===== src/rtl/twiddle_pkg.sv =====
// Shared helpers for the twiddle rotator: rounding, saturation and the
// elaboration-time quarter-wave cosine table generator.
package twiddle_pkg;

    // Default configuration and the derived table/unity constants for it.
    localparam int DEF_LOG2_NFFT = 6;
    localparam int DEF_TW_W      = 16;
    localparam int QTR           = 2 ** (DEF_LOG2_NFFT - 2);
    localparam int ONE           = 2 ** (DEF_TW_W - 2);

    // pi/2 in Q30, used by the integer cosine series.
    localparam longint HALF_PI_Q30 = 64'sd1686629713;

    typedef struct packed {
        logic               sat;
        logic signed [63:0] val;
    } sat_t;

    function automatic int qtr_of(int log2n);
        return 1 << (log2n - 2);
    endfunction

    function automatic int one_of(int tw_w);
        return 1 << (tw_w - 2);
    endfunction

    // Round half-up then drop 'shift' fraction bits.
    function automatic longint round_half_up(longint v, int shift);
        return (v + (longint'(1) <<< (shift - 1))) >>> shift;
    endfunction

    // Clamp to a signed 'width'-bit range, flagging when clamping happened.
    function automatic sat_t saturate(longint v, int width);
        sat_t   r;
        longint hi;
        longint lo;
        hi    = (longint'(1) <<< (width - 1)) - 1;
        lo    = -(longint'(1) <<< (width - 1));
        r.sat = 1'b0;
        r.val = v;
        if (v > hi) begin
            r.val = hi;
            r.sat = 1'b1;
        end else if (v < lo) begin
            r.val = lo;
            r.sat = 1'b1;
        end
        return r;
    endfunction

    function automatic sat_t sat_add(longint a, longint b, int width);
        return saturate(a + b, width);
    endfunction

    // round(cos(2*pi*j/N) * 2^(tw_w-2)) using a Q30 Taylor series, so the
    // table is pure integer arithmetic at elaboration.
    function automatic int tw_entry(int j, int log2n, int tw_w);
        longint x;
        longint x2;
        longint term;
        longint acc;
        x    = (HALF_PI_Q30 * longint'(j)) / longint'(qtr_of(log2n));
        x2   = (x * x) >>> 30;
        term = longint'(1) <<< 30;
        acc  = term;
        for (int n = 1; n <= 12; n++) begin
            term = -((term * x2) >>> 30) / longint'((2 * n - 1) * (2 * n));
            acc  = acc + term;
        end
        return int'((acc * longint'(one_of(tw_w)) + (longint'(1) <<< 29)) >>> 30);
    endfunction

endpackage


===== src/rtl/twiddle_rotator_if.sv =====
// Sample-in / butterfly-pair-out stream bundle for the twiddle rotator.
interface twiddle_rotator_if #(
    parameter int unsigned DATA_W    = 16,
    parameter int unsigned LOG2_NFFT = 6
);
    logic                     in_valid;
    logic                     in_ready;
    logic signed [DATA_W-1:0] in_i;
    logic signed [DATA_W-1:0] in_q;
    logic [LOG2_NFFT-2:0]     in_k;
    logic                     in_inv;

    logic                     out_valid;
    logic                     out_ready;
    logic signed [DATA_W-1:0] out_p_i;
    logic signed [DATA_W-1:0] out_p_q;
    logic signed [DATA_W-1:0] out_m_i;
    logic signed [DATA_W-1:0] out_m_q;
    logic                     out_sat;

    modport master (
        output in_valid, in_i, in_q, in_k, in_inv, out_ready,
        input  in_ready, out_valid, out_p_i, out_p_q, out_m_i, out_m_q, out_sat
    );

    modport slave (
        input  in_valid, in_i, in_q, in_k, in_inv, out_ready,
        output in_ready, out_valid, out_p_i, out_p_q, out_m_i, out_m_q, out_sat
    );
endinterface


===== src/rtl/twiddle_rom.sv =====
// Quarter-wave cosine table with folding to the half circle; registered
// cos/sin outputs form the first pipeline stage.
module twiddle_rom
    import twiddle_pkg::*;
#(
    parameter int unsigned TW_W      = 16,
    parameter int unsigned LOG2_NFFT = 6
) (
    input  logic                   clk,
    input  logic                   ce,
    input  logic [LOG2_NFFT-2:0]   k,
    output logic signed [TW_W-1:0] c,
    output logic signed [TW_W-1:0] s
);
    localparam int          Qtr = qtr_of(LOG2_NFFT);
    localparam int unsigned IW  = LOG2_NFFT - 1;

    logic signed [TW_W-1:0] tbl [Qtr+1];

    for (genvar j = 0; j <= Qtr; j++) begin : g_tbl
        localparam int Val = tw_entry(j, LOG2_NFFT, TW_W);
        assign tbl[j] = TW_W'(Val);
    end

    logic [IW-1:0]          k_prime;
    logic [IW-1:0]          idx_c;
    logic [IW-1:0]          idx_s;
    logic                   neg_c;
    logic signed [TW_W-1:0] c_d;
    logic signed [TW_W-1:0] s_d;

    // Fold k in (N/4, N/2) onto the quarter wave; cosine goes negative there.
    always_comb begin
        k_prime = k - IW'(Qtr);
        idx_c   = k;
        idx_s   = IW'(Qtr) - k;
        neg_c   = 1'b0;
        if (k > IW'(Qtr)) begin
            idx_c = IW'(Qtr) - k_prime;
            idx_s = k_prime;
            neg_c = 1'b1;
        end
        c_d = neg_c ? -tbl[idx_c] : tbl[idx_c];
        s_d = tbl[idx_s];
    end

    // Stage S1 twiddle register, held with the rest of the pipe.
    always_ff @(posedge clk) begin
        if (ce) begin
            c <= c_d;
            s <= s_d;
        end
    end

endmodule


===== src/rtl/twiddle_rotator.sv =====
// Fully pipelined complex twiddle multiply producing both butterfly terms
// x*W and -x*W, with a single global stall enable for back-pressure.
module twiddle_rotator
    import twiddle_pkg::*;
#(
    parameter int unsigned DATA_W    = 16,
    parameter int unsigned TW_W      = 16,
    parameter int unsigned LOG2_NFFT = 6
) (
    input logic               clk,
    input logic               rst,
    twiddle_rotator_if.slave  bus
);
    localparam int unsigned PW = DATA_W + TW_W;
    localparam int unsigned SW = PW + 1;
    localparam int unsigned Sh = TW_W - 2;

    logic ce;

    // S1 state
    logic                     v1_q;
    logic                     inv1_q;
    logic signed [DATA_W-1:0] a1_q;
    logic signed [DATA_W-1:0] b1_q;
    logic signed [TW_W-1:0]   c1;
    logic signed [TW_W-1:0]   s1;

    // S2 state
    logic                     v2_q;
    logic                     inv2_q;
    logic signed [PW-1:0]     ac_q;
    logic signed [PW-1:0]     bs_q;
    logic signed [PW-1:0]     bc_q;
    logic signed [PW-1:0]     as_q;

    // S3 state
    logic                     v3_q;
    logic                     sat3_q;
    logic signed [DATA_W-1:0] p3_i_q;
    logic signed [DATA_W-1:0] p3_q_q;

    // S4 / output state
    logic                     out_valid_q;
    logic                     out_sat_q;
    logic signed [DATA_W-1:0] out_p_i_q;
    logic signed [DATA_W-1:0] out_p_q_q;
    logic signed [DATA_W-1:0] out_m_i_q;
    logic signed [DATA_W-1:0] out_m_q_q;

    // Whole pipe advances unless a presented output is being refused.
    assign ce           = !out_valid_q || bus.out_ready;
    assign bus.in_ready = ce && !rst;

    twiddle_rom #(
        .TW_W      (TW_W),
        .LOG2_NFFT (LOG2_NFFT)
    ) u_rom (
        .clk (clk),
        .ce  (ce),
        .k   (bus.in_k),
        .c   (c1),
        .s   (s1)
    );

    // S1 valid: a bubble enters whenever in_valid is low during an advance.
    always_ff @(posedge clk) begin
        if (rst) begin
            v1_q <= 1'b0;
        end else if (ce) begin
            v1_q <= bus.in_valid;
        end
    end

    // S1 sample and direction capture, alongside the table read.
    always_ff @(posedge clk) begin
        if (ce) begin
            a1_q   <= bus.in_i;
            b1_q   <= bus.in_q;
            inv1_q <= bus.in_inv;
        end
    end

    logic signed [PW-1:0] ac_d;
    logic signed [PW-1:0] bs_d;
    logic signed [PW-1:0] bc_d;
    logic signed [PW-1:0] as_d;

    // Full-width signed partial products.
    always_comb begin
        ac_d = PW'(a1_q) * PW'(c1);
        bs_d = PW'(b1_q) * PW'(s1);
        bc_d = PW'(b1_q) * PW'(c1);
        as_d = PW'(a1_q) * PW'(s1);
    end

    // S2 product registers.
    always_ff @(posedge clk) begin
        if (rst) begin
            v2_q <= 1'b0;
        end else if (ce) begin
            v2_q <= v1_q;
        end
    end

    // S2 datapath registers.
    always_ff @(posedge clk) begin
        if (ce) begin
            inv2_q <= inv1_q;
            ac_q   <= ac_d;
            bs_q   <= bs_d;
            bc_q   <= bc_d;
            as_q   <= as_d;
        end
    end

    logic signed [SW-1:0]     re_d;
    logic signed [SW-1:0]     im_d;
    sat_t                     pr_i;
    sat_t                     pr_q;
    logic signed [DATA_W-1:0] p_i_d;
    logic signed [DATA_W-1:0] p_q_d;
    logic                     sat_p_d;

    // Direction-dependent combine, round half-up and saturate P.
    always_comb begin
        if (inv2_q) begin
            re_d = SW'(ac_q) - SW'(bs_q);
            im_d = SW'(bc_q) + SW'(as_q);
        end else begin
            re_d = SW'(ac_q) + SW'(bs_q);
            im_d = SW'(bc_q) - SW'(as_q);
        end
        pr_i    = saturate(round_half_up(longint'(re_d), Sh), DATA_W);
        pr_q    = saturate(round_half_up(longint'(im_d), Sh), DATA_W);
        p_i_d   = DATA_W'(pr_i.val);
        p_q_d   = DATA_W'(pr_q.val);
        sat_p_d = pr_i.sat || pr_q.sat;
    end

    // S3 valid.
    always_ff @(posedge clk) begin
        if (rst) begin
            v3_q <= 1'b0;
        end else if (ce) begin
            v3_q <= v2_q;
        end
    end

    // S3 saturated P and its saturation flag.
    always_ff @(posedge clk) begin
        if (ce) begin
            p3_i_q <= p_i_d;
            p3_q_q <= p_q_d;
            sat3_q <= sat_p_d;
        end
    end

    sat_t                     mr_i;
    sat_t                     mr_q;
    logic signed [DATA_W-1:0] m_i_d;
    logic signed [DATA_W-1:0] m_q_d;

    // Negate the already-saturated P; only the most negative code clips.
    always_comb begin
        mr_i  = sat_add(64'sd0, -longint'(p3_i_q), DATA_W);
        mr_q  = sat_add(64'sd0, -longint'(p3_q_q), DATA_W);
        m_i_d = DATA_W'(mr_i.val);
        m_q_d = DATA_W'(mr_q.val);
    end

    // S4 output registers; data only reloads on a valid sample.
    always_ff @(posedge clk) begin
        if (rst) begin
            out_valid_q <= 1'b0;
            out_sat_q   <= 1'b0;
            out_p_i_q   <= '0;
            out_p_q_q   <= '0;
            out_m_i_q   <= '0;
            out_m_q_q   <= '0;
        end else if (ce) begin
            out_valid_q <= v3_q;
            if (v3_q) begin
                out_p_i_q <= p3_i_q;
                out_p_q_q <= p3_q_q;
                out_m_i_q <= m_i_d;
                out_m_q_q <= m_q_d;
                out_sat_q <= sat3_q || mr_i.sat || mr_q.sat;
            end
        end
    end

    assign bus.out_valid = out_valid_q;
    assign bus.out_sat   = out_sat_q;
    assign bus.out_p_i   = out_p_i_q;
    assign bus.out_p_q   = out_p_q_q;
    assign bus.out_m_i   = out_m_i_q;
    assign bus.out_m_q   = out_m_q_q;

endmodule


===== src/flat_wrapper.sv =====
// flat-port wrapper written by rule: the top's interface ports become plain ports
module twiddle_rotator_flat import twiddle_pkg::*;
#(
    parameter int unsigned DATA_W    = 16,
    parameter int unsigned TW_W      = 16,
    parameter int unsigned LOG2_NFFT = 6
)
  (clk, rst, bus_in_valid, bus_in_i, bus_in_q, bus_in_k, bus_in_inv, bus_out_ready, bus_in_ready, bus_out_valid, bus_out_p_i, bus_out_p_q, bus_out_m_i, bus_out_m_q, bus_out_sat);
  twiddle_rotator_if #(.DATA_W(DATA_W), .LOG2_NFFT(LOG2_NFFT)) bus_i ();
  input logic clk;
  input logic rst;
  input wire logic [$bits(bus_i.in_valid)-1:0] bus_in_valid;
  input wire logic [$bits(bus_i.in_i)-1:0] bus_in_i;
  input wire logic [$bits(bus_i.in_q)-1:0] bus_in_q;
  input wire logic [$bits(bus_i.in_k)-1:0] bus_in_k;
  input wire logic [$bits(bus_i.in_inv)-1:0] bus_in_inv;
  input wire logic [$bits(bus_i.out_ready)-1:0] bus_out_ready;
  output wire logic [$bits(bus_i.in_ready)-1:0] bus_in_ready;
  output wire logic [$bits(bus_i.out_valid)-1:0] bus_out_valid;
  output wire logic [$bits(bus_i.out_p_i)-1:0] bus_out_p_i;
  output wire logic [$bits(bus_i.out_p_q)-1:0] bus_out_p_q;
  output wire logic [$bits(bus_i.out_m_i)-1:0] bus_out_m_i;
  output wire logic [$bits(bus_i.out_m_q)-1:0] bus_out_m_q;
  output wire logic [$bits(bus_i.out_sat)-1:0] bus_out_sat;
  assign bus_i.in_valid = bus_in_valid;
  assign bus_i.in_i = bus_in_i;
  assign bus_i.in_q = bus_in_q;
  assign bus_i.in_k = bus_in_k;
  assign bus_i.in_inv = bus_in_inv;
  assign bus_i.out_ready = bus_out_ready;
  assign bus_in_ready = bus_i.in_ready;
  assign bus_out_valid = bus_i.out_valid;
  assign bus_out_p_i = bus_i.out_p_i;
  assign bus_out_p_q = bus_i.out_p_q;
  assign bus_out_m_i = bus_i.out_m_i;
  assign bus_out_m_q = bus_i.out_m_q;
  assign bus_out_sat = bus_i.out_sat;
  twiddle_rotator #(.DATA_W(DATA_W), .TW_W(TW_W), .LOG2_NFFT(LOG2_NFFT)) u_core (.clk(clk), .rst(rst), .bus(bus_i));
endmodule

===== config.mk =====
export PLATFORM = sky130hd
export DESIGN_NAME = twiddle_rotator_flat
export DESIGN_NICKNAME = d
export VERILOG_FILES = /design/src/rtl/twiddle_pkg.sv /design/src/rtl/twiddle_rotator_if.sv /design/src/rtl/twiddle_rom.sv /design/src/rtl/twiddle_rotator.sv /design/src/flat_wrapper.sv
export SDC_FILE = /design/constraint.sdc
export NUM_CORES = 2
export LEC_CHECK = 0
export ABC_CLOCK_PERIOD_IN_PS = 31900
export CAP_MARGIN = 20
export CORE_ASPECT_RATIO = 0.7
export CORE_MARGIN = 3
export CORE_UTILIZATION = 55
export CTS_CLUSTER_DIAMETER = 150
export CTS_CLUSTER_SIZE = 10
export DETAILED_ROUTE_END_ITERATION = 12
export GPL_ROUTABILITY_DRIVEN = 1
export PLACE_DENSITY = 0.72
export SKIP_CTS_REPAIR_TIMING = 1
export SLEW_MARGIN = 5
export SYNTH_ARGS = -nofsm -noshare
export SYNTH_HDL_FRONTEND = slang
export SYNTH_HIERARCHICAL = 1
export SYNTH_SLANG_ARGS = --single-unit

===== constraint.sdc =====
create_clock -name clk -period 31.9 [get_ports clk]
set_clock_uncertainty 0.2 [all_clocks]
set_input_delay 3.19 -clock clk [delete_from_list [all_inputs] [get_ports clk]]
set_output_delay 3.19 -clock clk [all_outputs]
set_load 0.02 [all_outputs]

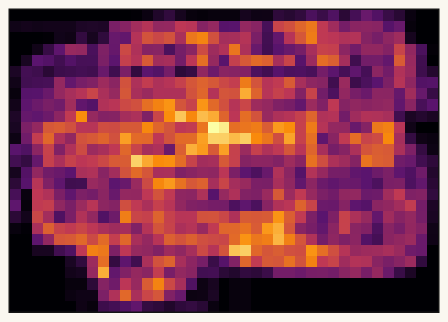
Fig. 1. Signal metal coverage by tile.
The die is cut into 39 by 27 equal tiles; black is low, pale yellow is high, scaled to the fullest tile. Values are wire area over tile area, all layers added.
fullest tile: 0.64
mean over tiles: 0.23
tiles over half the peak: 27%
drt wl/cell: 19.61 um
overall routing resource usage: 28.11%

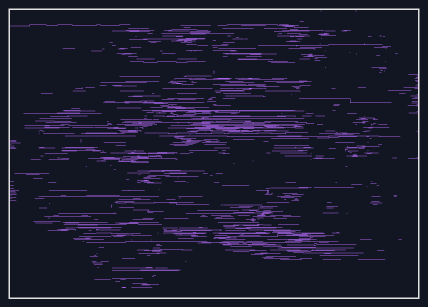
Fig. 2. The metal 3 layer.
main direction: horizontal
wire length on this layer: 13900 um
share of all routed wire: 9.6%
final WL: 144600 um
met3 track utilization from global routing: 6.052%
Vias: 41740

==> out/writeup.txt <==
The run finished with clean final reports. The family with the most delay on the worst path is buffers and inverters. The share of flip-flops with an asynchronous set or reset was 0%; the AND-OR/OR-AND share of the synthesized area was 7.955%. Per the post-route antenna check, the number of violating nets is 0. The wire-length estimate of the detail-placed layout is 110100 um. The routed wirelength on the met1 layer is recorded as 66000 um. For the number of H-tree levels, the log shows 2. Summing every instance area after synthesis gives 0.05647 mm^2.

The final critical delay including setup and external delays is 8.467 ns. Logic area: 0.04299 mm^2. Of all cell types, the one taking the most synthesized area is sky130_fd_sc_hd__fa_1.

The tools report the largest buffer count on any clock path as 3. The maximum number of pins on one net before global-route repair came out at 79. Summed over all nets, wire length on met2 after detailed routing comes to 61300 um.

The number of placed cells counting well taps is 7316, and the maximum fanout along the worst path is 57. The clock edge transition at the registers on the reported setup and hold paths came out at 0.06 ns. Worst endpoint data arrival time: 5.08 ns. The kind of path behind the tightest hold check is flop to flop.

In the setup report, the worst path falls into the class input port to output port. The period utilization was 26.54%; the clock network latency to the later pin of the worst-skew pair was 0.59 ns. The first global-routing pass estimated 236800 um of wire.

The ratio of routed vias to standard cells works out to 5.659. The share of layout cells above drive strength 1 came out at 2.799%. For the pin with the worst max-slew slack, the measured transition is 1.025 ns. Counting every net in the synthesized netlist gives 7595.

The total overflow left after global routing is 0. For reference, simple AND, OR, NAND and NOR cells occupy 16.35% of the area reported after synthesis. Sorting the synthesis cell report by count puts at the top sky130_fd_sc_hd__inv_1. For the total negative slack for setup checks, the log shows 0 ns. The number of synthesized flops with an enable pin was 226; the initial detailed-routing violation count was 3455.

The max-slew headroom at the worst pin is 31.15%. Row generation in the floorplan step produced 97 rows. In the final layout, the fill cell count is 8627. Endpoints with negative setup slack in the final report add up to 0.

The boundary pin count is 109. Clock tree synthesis found a total of 295 sinks. The max-slew violation total from the final report was 0; the global-route met2 utilization was 41.64%.

Global routing used 42.40% of the available met1 tracks. Yosys mapped the design onto 98 distinct sky130hd cell types.

Walking the worst path, the cells encountered are clkdlybuf4s50_1, nand2b_4, nor2b_1, clkdlybuf4s50_1. In this run the vertical extent of the chip is 274.1 um. The master of the slowest instance on the critical path is sky130_fd_sc_hd__clkdlybuf4s50_1. The busiest metal layer after global routing is met1. Cell seen most often among critical-path stages: sky130_fd_sc_hd__clkdlybuf4s50_1.

In the floorplan report the effective utilization is 55.92%. The count of buffers from port buffering is 108.

In this run the layout overhead on the synthesized area is reported as 5.950%.
-- cells in the final DEF (no fill, tap or decap), types with 26 or more instances in the layout --
master | Yosys | layout
sky130_fd_sc_hd__inv_1 | 1136 | 1136
sky130_fd_sc_hd__fa_1 | 1048 | 1048
sky130_fd_sc_hd__nand2_1 | 760 | 760
sky130_fd_sc_hd__and2_1 | 439 | 438
sky130_fd_sc_hd__ha_1 | 437 | 437
sky130_fd_sc_hd__nor2_1 | 226 | 226
sky130_fd_sc_hd__edfxtp_1 | 226 | 226
sky130_fd_sc_hd__a21oi_1 | 223 | 223
sky130_fd_sc_hd__xnor2_1 | 202 | 202
sky130_fd_sc_hd__o21ai_0 | 124 | 124
sky130_fd_sc_hd__clkdlybuf4s50_1 | 0 | 107
sky130_fd_sc_hd__xor2_1 | 96 | 96
sky130_fd_sc_hd__nand2b_1 | 95 | 94
sky130_fd_sc_hd__nor3_1 | 77 | 77
sky130_fd_sc_hd__buf_4 | 2 | 77
sky130_fd_sc_hd__dfxtp_1 | 69 | 69
sky130_fd_sc_hd__a21o_1 | 59 | 59
sky130_fd_sc_hd__nand3_1 | 55 | 55
sky130_fd_sc_hd__o211ai_1 | 38 | 38
sky130_fd_sc_hd__a211oi_1 | 37 | 37
sky130_fd_sc_hd__clkbuf_16 | 0 | 35
sky130_fd_sc_hd__o21bai_1 | 33 | 33
sky130_fd_sc_hd__nor4_1 | 31 | 31
sky130_fd_sc_hd__nand4_1 | 30 | 30
sky130_fd_sc_hd__nor2b_1 | 28 | 28
sky130_fd_sc_hd__a31oi_1 | 26 | 26
-- state kept, by name, summed over array words and instances (netlist names) --
signal / count
u_core/bus.out_p_q: 16
u_core/as_q: 32
u_core/p3_i_q: 16
u_core/inv2_q: 1
u_core/p3_q_q: 16
u_core/bc_q: 32
u_core/u_rom/s: 15
u_core/v3_q: 1
u_core/inv1_q: 1
u_core/a1_q: 16
u_core/sat3_q: 1
u_core/bus.out_valid: 1
u_core/bus.out_m_i: 16
u_core/bs_q: 32
u_core/u_rom/c: 16
u_core/v1_q: 1
u_core/bus.out_m_q: 16
u_core/ac_q: 32
u_core/v2_q: 1
u_core/b1_q: 16
u_core/bus.out_p_i: 16
u_core/bus.out_sat: 1
-- through the flow --
step,setup WS (ns),hold WS [ns],instance area (um^2),util (%)
after floorplan,18.22,0.2003,56470,-
after global placement,23.39,0.2108,58750,58.18
after detailed placement,23.37,0.2257,58750,58.18
after CTS,23.38,0.2424,59760,59.19
after global routing,23.33,0.2458,59820,59.24
final,23.43,0.2413,59820,59.25
-- worst paths after layout --
path,to,cells after the start,from,slack (ns)
hold / removal,u_core/inv2_q,0,u_core/inv1_q,0.24
setup reg to reg,u_core/ac_q[31],24,u_core/a1_q[11],24.00
setup / recovery,bus_in_ready,4,bus_out_ready,23.43
hold reg to reg,u_core/inv2_q,0,u_core/inv1_q,0.24
-- cell type report --
type / count / share of cell area [%]
antenna: 3 / 0.01255
clock buffer: 49 / 1.552
clock inverter: 4 / 0.1422
inverter: 1139 / 7.146
multi-input combinational: 4362 / 71.86
sequential: 295 / 13.65
tap: 1336 / 2.794
timing repair buffer: 188 / 2.840
